Figure 1. Placed cells, one color a class (run 1).
Scale bar: 20 µm. Fill, decap, tap and diode cells in gray.
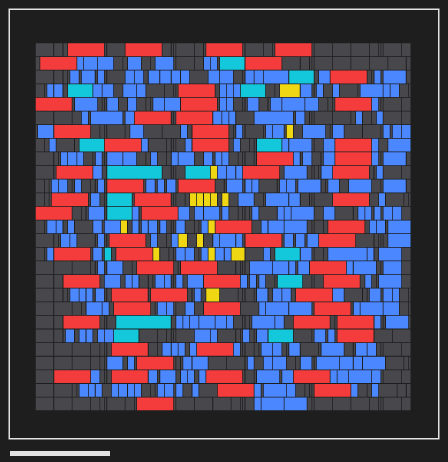
Figure 2. Routing congestion map (run 1).
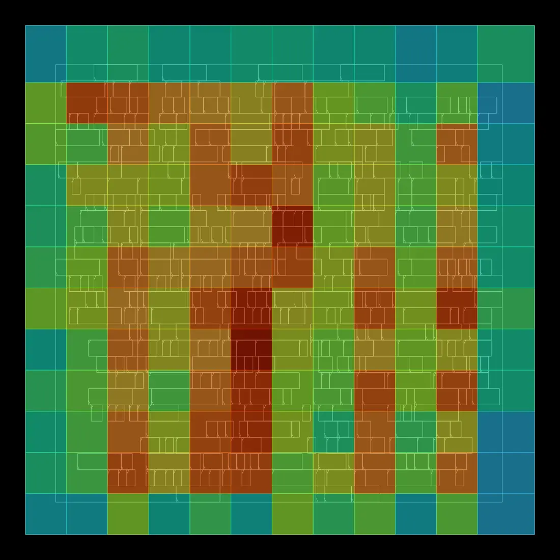
Figure 3. Signal wires on met1 (run 1).
Supply wires on this layer in gray.
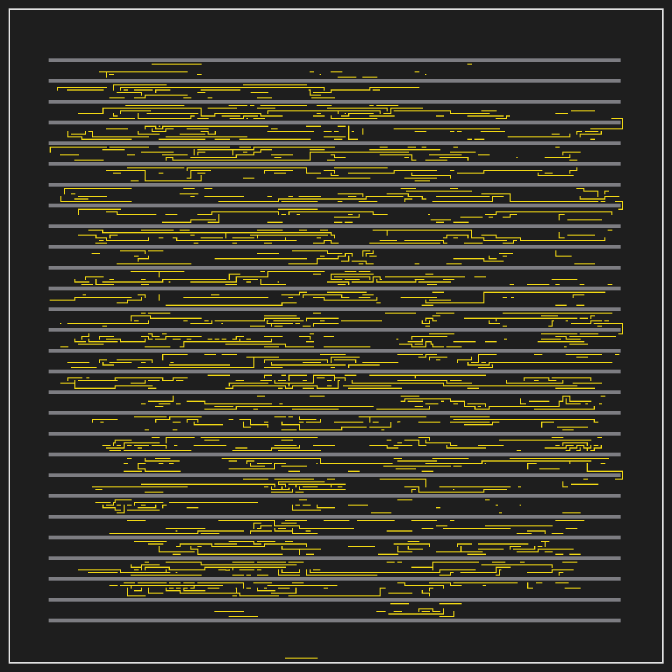
==> config.mk <==
export PLATFORM = sky130hd
export DESIGN_NAME = counter_compare_unit
export DESIGN_NICKNAME = d
export VERILOG_FILES = /design/src/rtl/counter_pkg.sv /design/src/rtl/count_edge_detect.sv /design/src/rtl/counter_compare_unit.sv
export SDC_FILE = /design/constraint.sdc
export NUM_CORES = 1
export LEC_CHECK = 0
export ABC_CLOCK_PERIOD_IN_PS = 2900
export CORE_MARGIN = 5
export CORE_UTILIZATION = 55
export DETAILED_ROUTE_END_ITERATION = 16
export DONT_BUFFER_PORTS = 1
export GPL_TIMING_DRIVEN = 0
export PLACE_DENSITY = 0.7
export SYNTH_ARGS = -nofsm -noshare
export SYNTH_HDL_FRONTEND = slang
export SYNTH_HIERARCHICAL = 1
export SYNTH_SLANG_ARGS = --single-unit
==> constraint.sdc <==
create_clock -name clk -period 2.9 [get_ports clk]
set_clock_uncertainty 0.2 [all_clocks]
set_input_delay 0.58 -clock clk [delete_from_list [all_inputs] [get_ports clk]]
set_output_delay 0.58 -clock clk [all_outputs]
set_load 0.05 [all_outputs]
==> flow_metrics.py, run 1 <==
# Physical implementation metrics
metrics = {
    "synth": {
        "ys.flops": 63,
        "syn-instance-count": 381,
        "yosysChipArea_um2": 3130,
        "simple_gate_share_pct": 24.7,
        "async_flop_share_pct": 0,
        "synthTopCellsByArea": "dfxtp_1 (40%), ha_1 (13%), nand2_1 (8.0%), a21oi_1 (5.8%), a311oi_1 (4.8%)",
        "yosysWarningCount": 6,
        "synth-xor-area-share_pct": 0.839,
    },
    "flow_run": {
        "maxCapViolCount": 0,
    },
    "route": {
        "drt_first_iter_violations": 106,
        "drc": 0,
    },
    "pwr": {
        "cellLeakagePower_nw": 1.37,
        "finalPower_mw": 2.10,
    },
    "sta": {
        "layout_setup_ws_ps": 239,
        "period_minus_slack_ps": 2660,
    },
    "finish": {
        "num_antenna_cells": 0,
        "fin_cells": 469,
    },
    "worst_setup_path": {
        "crit_path_start_kind": "flip-flop",
        "crit_path_end_kind": "flip-flop",
        "crit_slowest_cell": "or4_1",
        "cp_num_buf_inv": 1,
    },
    "clock_network": {
        "cts_hold_buf": 0,
        "cts_buffers": 9,
    },
    "status": {
        "outcome": "finished clean",
    },
    "place": {
        "dp_hpwl_um": 5320,
        "placedCellCount": 453,
    },
    "global_route": {
        "grt_pass1_wl_um": 12100,
    },
}
Back to the opening pictures, Figure 1:
- sequential cells: red (cells 63)
- combinational and other logic: blue (cells 302)
- clock drivers and dummy loads: cyan (cells 16)
- remaining buffers and delay cells: yellow (cells 16)
post-route cell area: 3500 µm²
total core area: 5510 µm²
Seq/total area: 36.1%
FP Rows: 27

Back to the opening pictures, Figure 2:
total routing usage reported by global routing: 21.1%
routed wire length per instance: 15.1 µm
met2 Usage GRT: 34.3%
layer with the highest usage: met2

Back to the opening pictures, Figure 3:
- longest straight run: 29.9 µm
- main direction: horizontal
- nets with wire on the layer: 450
- share of all routed wire: 46%
vias: 2587
M1 GR Usage: 26.1%
total wire length: 7070 µm

run 1: metrics by stage:
stage / cell area [µm²] / util (%)
finish: 3500 / 63.5
global route: 3500 / 63.5
CTS: 3470 / 63.1
detailed placement: 3220 / 58.5
global placement: 3220 / 58.5
floorplan: 3130 / -
run 1: logic make-up after synthesis:
group | Yosys count
buffers and inverters | 53
adder cells (fa/ha/maj) | 33
XOR/XNOR | 3
flip-flops | 63
AND-OR/OR-AND | 70
AND/OR/NAND/NOR | 159
run 1: layout by cell type, fill, tap and decap left out, types with 2 or more instances in the layout:
| cell type | n |
|---|---|
| nand3_1 | 25 |
| clkbuf_4 | 2 |
| nor3_1 | 2 |
| nand4_1 | 7 |
| nor2_1 | 24 |
| nand2_1 | 66 |
| nor4_4 | 2 |
| and3_1 | 4 |
| a21o_1 | 2 |
| a21oi_1 | 36 |
| dfxtp_1 | 63 |
| or4_1 | 3 |
| and2_1 | 17 |
| nor2b_1 | 2 |
| a311oi_1 | 17 |
| clkbuf_1 | 13 |
| xor2_1 | 2 |
| bufinv_16 | 2 |
| o31ai_1 | 3 |
| inv_1 | 36 |
| ha_1 | 33 |
| o21ai_0 | 5 |
| clkbuf_8 | 13 |
run 1: repair_timing:
| item | 4_1_cts | 5_1_grt |
|---|---|---|
| setup endpoints to repair | 10 | 10 |
| gates cloned | 0 | 0 |
| gates resized | 4 | 6 |
| pin swaps | 0 | 0 |
run 1: routing by layer:
layer	vias to the layer above	GRT usage [%]	share of wire [%]
met3	10	7.77	6.7
met4	0	6.33	1.4
met2	63	34.3	46
met1	1179	26.1	46
li1	1335	-	-
met5	-	0	0
run 1: cell type report:
class,instances,area (µm²)
fill,476,2010
multi-input combinational,265,1690
sequential,63,1260
clock buffer,14,183
inverter,37,139
tap,72,90.1
buffer,16,76.3
clock inverter,2,60.1
run 1: report_power, final:
| part | total, mW | internal, mW | leakage, nW | switching [mW] |
|---|---|---|---|---|
| registers | 0.939 | 0.912 | 0.518 | 0.0265 |
| logic | 0.258 | 0.0980 | 0.734 | 0.160 |
| clock network | 0.905 | 0.579 | 0.123 | 0.326 |
| total | 2.10 | 1.59 | 1.37 | 0.513 |
==> run 1 -> run 2 <==
- CAP_MARGIN: not set -> 20
- SLEW_MARGIN: not set -> 40
==> run 2 against run 1 <==
Against the previous run:
- global-route usage stayed put
- die area unchanged
- total power is the same
- flip-flop count did not move
- cell area unchanged
- cell count stayed put
- critical path depth unchanged
- synthesized area stayed put
- critical endpoint unchanged
==> flow_metrics.py, run 2 <==
# Physical implementation metrics
metrics = {
    "synth": {
        "async_flop_share_pct": 0,
        "yosysChipArea_um2": 3130,
        "synthTopCellsByArea": "dfxtp_1 (40%), ha_1 (13%), nand2_1 (8.0%), a21oi_1 (5.8%), a311oi_1 (4.8%)",
    },
    "route": {
        "drc": 0,
        "vias": 2587,
        "routed_wl_um": 7070,
        "drt_first_iter_violations": 106,
    },
    "finish": {
        "final_layout_top_logic_cells": "nand2_1 (66), dfxtp_1 (63), inv_1 (36), a21oi_1 (36), ha_1 (33)",
        "fillers": 476,
        "lay_top_count": "nand2_1",
        "num_antenna_cells": 0,
        "design_area_um2": 3500,
    },
    "place": {
        "dp_hpwl_um": 5320,
        "place_area_um2": 3220,
    },
    "worst_setup_path": {
        "crit_path_end_kind": "flip-flop",
        "crit_slowest_cell": "or4_1",
        "crit_path_start_kind": "flip-flop",
    },
    "clock_network": {
        "cts_buffers": 9,
    },
    "status": {
        "outcome": "finished clean",
    },
    "sta": {
        "period_minus_slack_ps": 2660,
    },
    "floorplan": {
        "rows": 27,
    },
}
[run 2: cell families (layout without fill, tap and decap cells)]
logic type,Yosys count,in the layout,synth area share (%)
buf+inv,53,69,6.59
compound gates,70,70,14.4
fa+ha+maj,33,33,13.2
flops,63,63,40.3
simple gates,159,159,24.7
xor+xnor,3,3,0.839
[run 2: timing repair]
item / CTS / global route
gates resized: 4 / 6
hold buffers: 0 / 0
setup endpoints to repair: 10 / 10
setup buffers: 0 / 0
[run 2: per-layer routing]
metal	vias to the layer above	routed length [µm]	track usage [%]
met4	0	99	6.33
met2	63	3270	34.3
met3	10	477	7.77
met1	1179	3230	26.1
met5	-	0	0
li1	1335	-	-
[run 2: power by group]
| part | switching (mW) | internal [mW] |
|---|---|---|
| sequential | 0.0265 | 0.912 |
| clock | 0.326 | 0.579 |
| combinational | 0.160 | 0.0980 |
[run 2: layout make-up]
class / count / area share, %
Buffer: 16 / 2.18
Clock buffer: 14 / 5.23
Clock inverter: 2 / 1.72
Inverter: 37 / 3.97
Multi-Input combinational cell: 265 / 48.2
Sequential cell: 63 / 36.1
Tap cell: 72 / 2.58
[run 2: stage by stage]
stage / total power, mW / instances
floorplan: 1.15 / 381
global placement: 1.20 / 453
detailed placement: 1.21 / 453
CTS: 2.11 / 469
global route: 2.21 / 469
finish: 2.10 / 469
[run 2: worst register-to-register path: cells and delay by family, from the launching register on]
| family | cells | cell delay, ps |
|---|---|---|
| DFF | 1 | 310 |
| adders and majority gates | 1 | 310 |
| AOI/OAI and AO/OA | 1 | 150 |
| and+or+nand+nor | 7 | 1600 |
| buffers and inverters | 1 | 40 |
Figure 4. Routing congestion map (run 2).
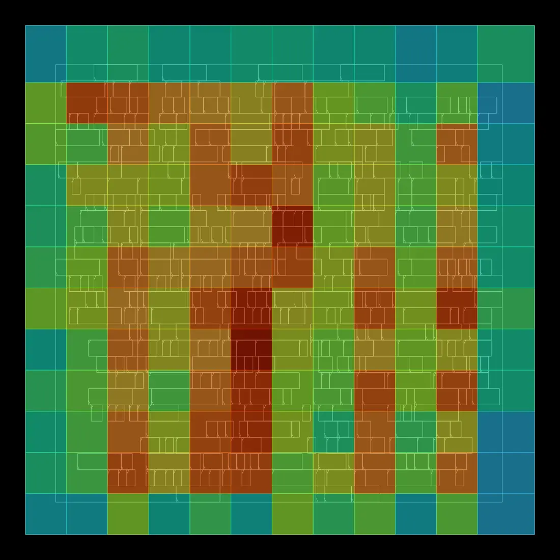
met3 Use GR: 7.77%
final cell utilization of the core: 63.5%

Figure 5. Port wiring (run 2).
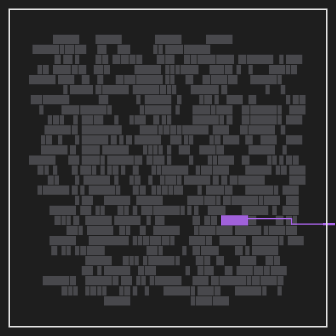
- o_pwm_out: purple (bits 1; direction output; edge right; end cells 1; buffers 0; wire 22.5 µm)
IO Port Bufs: 0
I/O Pins: 48

Figure 6. Cell area per tile (run 2).
9 x 9 tiles, from white (low) to dark blue (high), 0 to 100% covered.
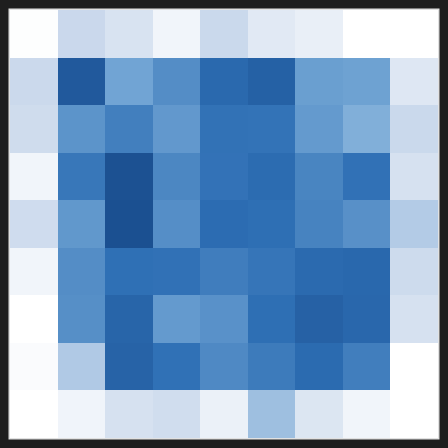
- nearly empty tiles: 8.6%
- mean over tiles: 47%
- fullest tile: 87%
- densest ninth of the die: center
- tiles over 75% full: 17%
fp util: 56.9%

Power figures rest on the tool's default switching activity, not on a simulated workload.
